==> src/rtl/sync_data_capture_pkg.sv <==
// Shared definitions for the burst capture block: state encoding, default
// geometry and the width helper used by the FIFO and the top level.
package sync_data_capture_pkg;

    localparam int DEF_DATA_W    = 16;
    localparam int DEF_DEPTH     = 16;
    localparam int DEF_BURST_LEN = 8;

    typedef enum logic {
        ST_IDLE    = 1'b0,
        ST_CAPTURE = 1'b1
    } cap_state_t;

    // Number of address bits needed to index 'value' entries (clog2(1) = 0).
    function automatic int clog2(input int value);
        int result;
        result = 0;
        for (int i = 0; i < 31; i++) begin
            if ((1 << i) < value) begin
                result = i + 1;
            end
        end
        return result;
    endfunction

endpackage

==> src/rtl/sync_data_capture_if.sv <==
// Word stream from the synchroniser into the capture block and the FIFO
// head handshake out of it.
interface sync_data_capture_if #(
    parameter int DATA_W = 16
);
    logic              start_data;
    logic              in_valid;
    logic [DATA_W-1:0] data_in;
    logic              out_valid;
    logic [DATA_W-1:0] out_data;
    logic              out_ready;

    modport master (
        output start_data, in_valid, data_in, out_ready,
        input  out_valid, out_data
    );

    modport slave (
        input  start_data, in_valid, data_in, out_ready,
        output out_valid, out_data
    );
endinterface

==> src/rtl/sync_data_capture_fifo.sv <==
// Synchronous FIFO with a registered head word; a word pushed into an empty
// FIFO shows up on head_data one cycle later, never combinationally.
module sync_fifo
    import sync_data_capture_pkg::*;
#(
    parameter  int DATA_W = DEF_DATA_W,
    parameter  int DEPTH  = DEF_DEPTH,
    localparam int AW     = clog2(DEPTH),
    localparam int LW     = AW + 1
) (
    input  logic              clk,
    input  logic              rst,
    input  logic              push,
    input  logic [DATA_W-1:0] push_data,
    input  logic              pop,
    output logic [DATA_W-1:0] head_data,
    output logic              full,
    output logic              empty,
    output logic [LW-1:0]     level
);

    logic [DATA_W-1:0] mem [DEPTH];
    logic [AW-1:0]     wr_ptr_reg;
    logic [AW-1:0]     rd_ptr_reg;
    logic [AW-1:0]     rd_ptr_next;
    logic [LW-1:0]     level_reg;
    logic [LW-1:0]     level_next;
    logic [DATA_W-1:0] head_reg;
    logic              pop_ok;
    logic              push_ok;

    assign empty   = (level_reg == '0);
    assign full    = (level_reg == LW'(DEPTH));
    assign pop_ok  = pop && !empty;
    assign push_ok = push && (!full || pop_ok);

    always_comb begin
        rd_ptr_next = pop_ok ? rd_ptr_reg + AW'(1) : rd_ptr_reg;
        level_next  = level_reg;
        case ({push_ok, pop_ok})
            2'b10:   level_next = level_reg + LW'(1);
            2'b01:   level_next = level_reg - LW'(1);
            default: level_next = level_reg;
        endcase
    end

    always_ff @(posedge clk) begin
        if (push_ok) begin
            mem[wr_ptr_reg] <= push_data;
        end
    end

    always_ff @(posedge clk or posedge rst) begin
        if (rst) begin
            wr_ptr_reg <= '0;
            rd_ptr_reg <= '0;
            level_reg  <= '0;
            head_reg   <= '0;
        end else begin
            if (push_ok) begin
                wr_ptr_reg <= wr_ptr_reg + AW'(1);
            end
            rd_ptr_reg <= rd_ptr_next;
            level_reg  <= level_next;
            // When the word written this cycle becomes the new head, the RAM
            // still holds the old contents at that address, so forward it.
            if (level_next != '0) begin
                head_reg <= (push_ok && (wr_ptr_reg == rd_ptr_next)) ? push_data
                                                                     : mem[rd_ptr_next];
            end
        end
    end

    assign head_data = head_reg;
    assign level     = level_reg;

endmodule

==> src/rtl/sync_data_capture.sv <==
// Burst capture: counts BURST_LEN qualified words after each start pulse,
// queues them in a FIFO and keeps sticky error flags and a burst counter.
module sync_data_capture
    import sync_data_capture_pkg::*;
#(
    parameter  int DATA_W    = DEF_DATA_W,
    parameter  int DEPTH     = DEF_DEPTH,
    parameter  int BURST_LEN = DEF_BURST_LEN,
    localparam int LW        = clog2(DEPTH) + 1
) (
    input  logic                 clk,
    input  logic                 rst,
    input  logic                 clr,
    sync_data_capture_if.slave   bus,
    output logic                 busy,
    output logic                 burst_done,
    output logic [LW-1:0]        level,
    output logic                 overflow,
    output logic                 restart_err,
    output logic [7:0]           burst_cnt
);

    localparam logic [7:0] LAST_WORD = 8'(BURST_LEN);

    cap_state_t state_reg;
    cap_state_t state_next;
    logic [7:0] word_cnt_reg;
    logic [7:0] word_cnt_next;
    logic       overflow_reg;
    logic       restart_err_reg;
    logic [7:0] burst_cnt_reg;
    logic       push;
    logic       burst_hit;
    logic       restart;
    logic       drop;
    logic       fifo_full;
    logic       fifo_empty;
    logic       pop;

    always_comb begin
        state_next    = state_reg;
        word_cnt_next = word_cnt_reg;
        push          = 1'b0;
        burst_hit     = 1'b0;
        restart       = 1'b0;
        if (bus.start_data) begin
            // A start pulse always opens a fresh burst, aborting any open one.
            restart       = (state_reg == ST_CAPTURE);
            push          = bus.in_valid;
            word_cnt_next = bus.in_valid ? 8'd1 : 8'd0;
            state_next    = ST_CAPTURE;
            if (bus.in_valid && (LAST_WORD == 8'd1)) begin
                burst_hit     = 1'b1;
                word_cnt_next = 8'd0;
                state_next    = ST_IDLE;
            end
        end else if ((state_reg == ST_CAPTURE) && bus.in_valid) begin
            push          = 1'b1;
            word_cnt_next = word_cnt_reg + 8'd1;
            if ((word_cnt_reg + 8'd1) == LAST_WORD) begin
                burst_hit     = 1'b1;
                word_cnt_next = 8'd0;
                state_next    = ST_IDLE;
            end
        end
    end

    assign pop  = !fifo_empty && bus.out_ready;
    // A refused word still counts toward the burst; it is only lost.
    assign drop = push && fifo_full && !pop;

    always_ff @(posedge clk or posedge rst) begin
        if (rst) begin
            state_reg       <= ST_IDLE;
            word_cnt_reg    <= 8'd0;
            overflow_reg    <= 1'b0;
            restart_err_reg <= 1'b0;
            burst_cnt_reg   <= 8'd0;
        end else begin
            state_reg    <= state_next;
            word_cnt_reg <= word_cnt_next;
            if (drop) begin
                overflow_reg <= 1'b1;
            end else if (clr) begin
                overflow_reg <= 1'b0;
            end
            if (restart) begin
                restart_err_reg <= 1'b1;
            end else if (clr) begin
                restart_err_reg <= 1'b0;
            end
            if (burst_hit) begin
                burst_cnt_reg <= clr ? 8'd1 : burst_cnt_reg + 8'd1;
            end else if (clr) begin
                burst_cnt_reg <= 8'd0;
            end
        end
    end

    sync_fifo #(
        .DATA_W (DATA_W),
        .DEPTH  (DEPTH)
    ) u_fifo (
        .clk       (clk),
        .rst       (rst),
        .push      (push),
        .push_data (bus.data_in),
        .pop       (pop),
        .head_data (bus.out_data),
        .full      (fifo_full),
        .empty     (fifo_empty),
        .level     (level)
    );

    assign bus.out_valid = !fifo_empty;
    assign busy          = (state_reg == ST_CAPTURE);
    assign burst_done    = burst_hit;
    assign overflow      = overflow_reg;
    assign restart_err   = restart_err_reg;
    assign burst_cnt     = burst_cnt_reg;

endmodule

==> src/flat_wrapper.sv <==
// flat-port wrapper written by rule: the top's interface ports become plain ports
module sync_data_capture_flat import sync_data_capture_pkg::*;
#(
    parameter  int DATA_W    = DEF_DATA_W,
    parameter  int DEPTH     = DEF_DEPTH,
    parameter  int BURST_LEN = DEF_BURST_LEN,
    localparam int LW        = clog2(DEPTH) + 1
)
  (clk, rst, clr, busy, burst_done, level, overflow, restart_err, burst_cnt, bus_start_data, bus_in_valid, bus_data_in, bus_out_ready, bus_out_valid, bus_out_data);
  sync_data_capture_if #(.DATA_W(DATA_W)) bus_i ();
  input  logic clk;
  input  logic rst;
  input  logic clr;
  output logic busy;
  output logic burst_done;
  output logic [LW-1:0] level;
  output logic overflow;
  output logic restart_err;
  output logic [7:0] burst_cnt;
  input wire logic [$bits(bus_i.start_data)-1:0] bus_start_data;
  input wire logic [$bits(bus_i.in_valid)-1:0] bus_in_valid;
  input wire logic [$bits(bus_i.data_in)-1:0] bus_data_in;
  input wire logic [$bits(bus_i.out_ready)-1:0] bus_out_ready;
  output wire logic [$bits(bus_i.out_valid)-1:0] bus_out_valid;
  output wire logic [$bits(bus_i.out_data)-1:0] bus_out_data;
  assign bus_i.start_data = bus_start_data;
  assign bus_i.in_valid = bus_in_valid;
  assign bus_i.data_in = bus_data_in;
  assign bus_i.out_ready = bus_out_ready;
  assign bus_out_valid = bus_i.out_valid;
  assign bus_out_data = bus_i.out_data;
  sync_data_capture #(.DATA_W(DATA_W), .DEPTH(DEPTH), .BURST_LEN(BURST_LEN)) u_core (.clk(clk), .rst(rst), .clr(clr), .bus(bus_i), .busy(busy), .burst_done(burst_done), .level(level), .overflow(overflow), .restart_err(restart_err), .burst_cnt(burst_cnt));
endmodule
==> config.mk <==
export PLATFORM = sky130hd
export DESIGN_NAME = sync_data_capture_flat
export DESIGN_NICKNAME = d
export VERILOG_FILES = /design/src/rtl/sync_data_capture_pkg.sv /design/src/rtl/sync_data_capture_if.sv /design/src/rtl/sync_data_capture_fifo.sv /design/src/rtl/sync_data_capture.sv /design/src/flat_wrapper.sv
export SDC_FILE = /design/constraint.sdc
export NUM_CORES = 1
export LEC_CHECK = 0
export ABC_AREA = 1
export ABC_CLOCK_PERIOD_IN_PS = 4880
export CAP_MARGIN = 20
export CORE_MARGIN = 4
export CORE_UTILIZATION = 40
export CTS_BUF_LIST = sky130_fd_sc_hd__clkbuf_4 sky130_fd_sc_hd__clkbuf_8 sky130_fd_sc_hd__clkbuf_16
export CTS_CLUSTER_DIAMETER = 150
export CTS_CLUSTER_SIZE = 25
export DETAILED_ROUTE_END_ITERATION = 10
export PLACE_DENSITY = 0.61
export SLEW_MARGIN = 5
export SYNTH_ARGS = -nofsm -noshare
export SYNTH_HDL_FRONTEND = slang
export SYNTH_HIERARCHICAL = 1
export SYNTH_SLANG_ARGS = --single-unit
==> constraint.sdc <==
create_clock -name clk -period 4.88 [get_ports clk]
set_clock_uncertainty 0.15 [all_clocks]
set_input_delay 0.976 -clock clk [delete_from_list [all_inputs] [get_ports clk]]
set_output_delay 0.976 -clock clk [all_outputs]
set_load 0.01 [all_outputs]
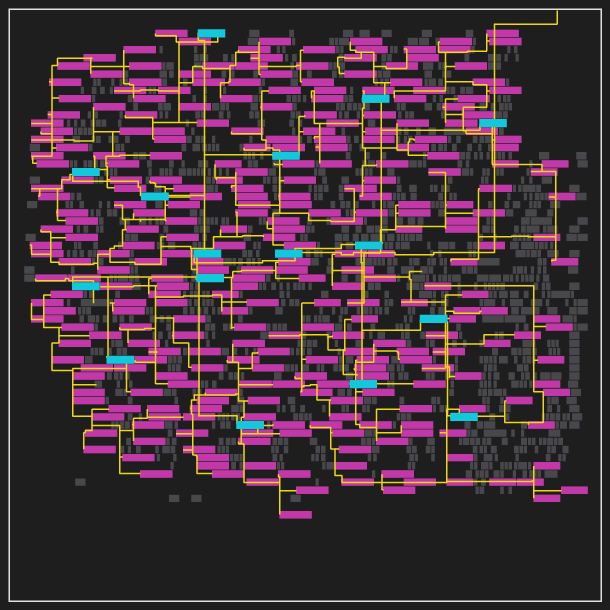
**Above:** clock network drawn from the DEF.
Scale: 3 px per micron.
[yellow] clock wires | length: 3480 microns
[cyan] clock-net drivers | count: 16
[magenta] flip-flops | count: 304
routed clock nets	17
clk latency late pin: 0.52 ns
Clock power frac: 18.8%
clock group total power: 1.54 mW

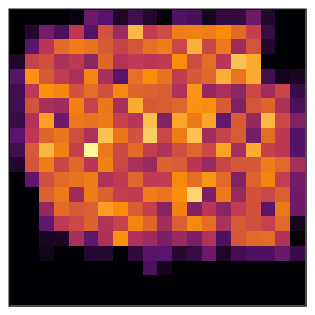
**Above:** local utilization.
Scale: 1.5 px per micron. The die is cut into 20 by 20 equal tiles; black is low, pale yellow is high, 0 to 100% covered.
tiles over 75% full	7.2%
mean over tiles	39%
densest ninth of the die	center
nearly empty tiles	22%
emptiest ninth of the die	south-west

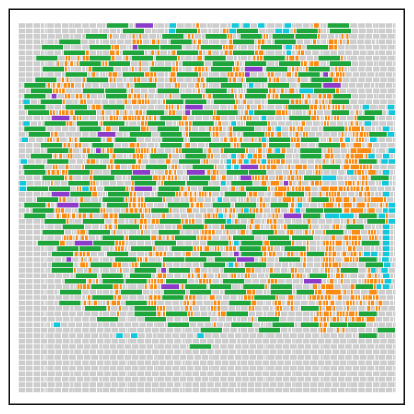
**Above:** cell classes on the final placement.
Scale: 2 px per micron. Fill, decap, tap and diode cells in gray.
color	class	cells	share of their area
orange	remaining logic cells	1051	33%
cyan	remaining buffers and delay cells	87	5.5%
purple	clock drivers and dummy loads	28	3.4%
green	registers	304	58%
core area: 34900 sq um
FP Rows: 68
Final Core Density: 45.4%

[metrics by stage]
stage / setup WS [ns] / utilization [%] / hold WS, ns / instance area [sq um]
after floorplan: 1.67 / - / 0.363 / 14300
after global placement: 0.853 / 43.9 / 0.327 / 15300
after detailed placement: 0.799 / 43.9 / 0.330 / 15300
after CTS: 1.04 / 45.4 / 0.357 / 15800
after global routing: 0.947 / 45.4 / 0.361 / 15800
final: 1.04 / 45.4 / 0.351 / 15800
[area by class of cell]
| type | count | share of cell area [%] |
|---|---|---|
| timing repair buffer | 87 | 5.31 |
| sequential | 304 | 56.1 |
| inverter | 251 | 5.96 |
| multi-input combinational | 800 | 25.8 |
| clock buffer | 26 | 3.00 |
| tap | 455 | 3.59 |
| clock inverter | 2 | 0.292 |
[layer usage]
metal | track usage, % | share of wire [%]
met1 | 26.6 | 45
met2 | 29.6 | 47
met3 | 2.15 | 6.2
met4 | 4.44 | 2.3
met5 | 0 | 0
[worst max path at each step]
stage | end | from | slack, ns
after floorplan | u_core/u_fifo/head_data[10] | bus_start_data | 1.67
after global placement | u_core/u_fifo/head_data[9] | bus_start_data | 0.85
after detailed placement | u_core/u_fifo/head_data[14] | bus_start_data | 0.80
after CTS | burst_done | bus_in_valid | 1.04
after global routing | burst_done | bus_in_valid | 0.95
final | burst_done | bus_in_valid | 1.04
[tightest hold or removal path: cells and delay by family (launching register included)]
family	cells	cell delay [ns]
DFF	1	0.37
and+or+nand+nor	2	0.11
[cells in the final DEF (no fill, tap or decap), types with 6 or more instances in the layout]
master,n
nand3_1,336
nand2_1,258
edfxtp_1,256
inv_1,245
nand3b_1,65
clkdlybuf4s50_1,55
nor2_1,48
dfrtp_1,48
buf_4,28
nor2_2,20
clkbuf_16,16
clkbuf_4,10
nand4_1,10
ha_1,10
nand2_2,9
xor2_1,8
o21ai_0,6
[report_power, final]
group | switching (mW) | total (mW) | internal (mW)
sequential | 0.210 | 3.37 | 3.16
combinational | 2.22 | 3.27 | 1.05
clock | 0.844 | 1.54 | 0.698
total | 3.27 | 8.19 | 4.91
[cells by family (layout without fill, tap and decap cells)]
family | after synthesis | count (layout)
compound gates | 20 | 20
xor+xnor | 10 | 10
simple gates | 759 | 759
fa+ha+maj | 11 | 11
buf+inv | 323 | 366
flops | 304 | 304
==> impl_metrics.py <==
# Physical implementation metrics
metrics = {
    "hold_path": {
        "min-delay-start": "u_core/u_fifo/head_data[4]",
        "min_path_type": "reg2reg",
        "hold_depth": 2,
        "hold_end": "u_core/u_fifo/head_data[4]",
    },
    "logic_synthesis": {
        "avgSynthCellArea_sq_um": 9.99,
        "ys_sh_aoi_pct": 0.860,
        "netlist_instances": 1427,
        "top_logic_kind": "simple AND/OR/NAND/NOR gates",
        "adder_share_pct": 1.02,
        "synth.top_cell.area_share_pct": 53.9,
        "topCellsByArea": "edfxtp_1 (54%), nand3_1 (12%), dfrtp_1 (8.4%), nand2_1 (6.8%), inv_1 (6.5%)",
        "netlist_area_sq_um": 14300,
        "synth_cell_type_count": 35,
        "ff_type": "edfxtp_1",
        "synth_area_leader_cell": "edfxtp_1",
        "ys_sh_xor_pct": 0.614,
        "ys.flops": 304,
        "common_cells": "nand3_1 (337), nand2_1 (260), edfxtp_1 (256), inv_1 (246), nand3b_1 (65)",
        "synthArstFlopShare_pct": 15.8,
        "syn-num-nets": 1460,
        "yosys.area_share.simple_pct": 25.7,
        "yosys_cells": 1427,
        "synth_chip_area_sq_um": 14300,
        "synth-edff-count": 256,
        "synth_top_cell_by_count": "nand3_1",
        "synth.mux.area_fraction_pct": 0,
        "synth-warning-count": 6,
        "postSynthSeqShare_pct": 62.3,
    },
    "cells_and_area": {
        "largest_reg_flops": 256,
        "regMostFlops": "u_core/u_fifo/mem",
        "seqCellArea_sq_um": 8890,
        "comb_area_sq_um": 4080,
        "final_nets": 1493,
        "final_layout_size_suffix_gt1_share_pct": 7.35,
        "finalNonFillerCells": 1925,
        "n_fill_cell": 3266,
        "antennaDiodeCount": 0,
        "syn2layout_area_growth_pct": 11.1,
    },
    "detailed_routing": {
        "ant_nets": 0,
        "wire_per_inst_microns": 18.8,
        "drc": 0,
        "drt_iter0_drc": 888,
        "drtPass1Iterations": 5,
        "drt-total-wl_microns": 36200,
        "via_count": 9998,
        "vias_per_cell": 5.19,
    },
    "setup_path": {
        "worst-path-max-fanout": 11,
        "crit_slowest_cell": "clkdlybuf4s50_1",
        "r2r-start": "u_core/u_fifo/level[2]",
        "r2r_cells": 24,
        "required_ns": 3.75,
        "cp.depth": 7,
        "end_kind": "output pin",
        "criticalPathCategory": "in2out",
        "reg2reg_slack_ns": 1.37,
        "critical_path.top_delay_family": "buffers and inverters",
        "critical_path_arrival_ns": 2.72,
        "path_cells": "clkdlybuf4s50_1, nand2_1, nor2_1, buf_4, nand4_4, inv_2, clkdlybuf4s50_1",
        "r2r-end": "u_core/u_fifo/head_data[14]",
        "critPathLaunchType": "primary input",
        "cp_common_cell": "clkdlybuf4s50_1",
        "cpPeakStageDelay_ns": 0.53,
        "crit_buf_inv": 4,
    },
    "clocking": {
        "cts.repair.resized": 0,
        "path_clk_slew_ns": 0.11,
        "clock-sinks": 304,
        "hold_buffers": 0,
        "htree_num_levels": 1,
        "cts_setup_buffers": 0,
        "numCtsBuffers": 16,
        "cts_tree": "done",
        "clock-root-buffer": "clkbuf_16",
        "cts_max_path_buffers": 3,
    },
    "global_route": {
        "grt_max_degree": 129,
        "grt_remaining_overflow": 0,
        "grt_use_total_pct": 18.3,
        "grt_pass1_vias": 9601,
        "antenna_found_initial": 0,
        "grt_pass1_wl_microns": 56100,
    },
    "final_timing": {
        "slew_violations": 0,
        "tightest_slew_ns": 0.738,
        "fin_crit_ns": 3.84,
        "finalHoldViolCount": 0,
        "max_freq_mhz": 260,
        "fin_setup_tns_ns": 0,
        "final-setup-viol-count": 0,
        "finalClockPeriodUsage_pct": 78.8,
        "rsz0062_at_grt": "no",
        "relSlewSlack_pct": 50.7,
    },
    "die": {
        "die_w_microns": 197,
        "pin_count": 56,
        "die_y_microns": 197,
        "chip_area_sq_um": 38700,
        "initCoreUtil_pct": 40.9,
    },
    "outcome": {
        "outcome": "finished clean",
    },
    "place": {
        "hpwl_microns": 20400,
        "routabilityCongestion": 0.803,
        "port_buffers": 55,
        "place_inst": 1897,
    },
    "flow_run": {
        "warning_count": 35,
        "maxCapViolations": 0,
    },
    "pwr": {
        "power.density_nw_per_um2": 517,
        "fin_total_pwr_mw": 8.19,
        "peakVddDrop_v": 0.000373,
        "total_leakage_power_nw": 6.67,
    },
}
No activity file was given, so power comes from the tool's default toggle rates.
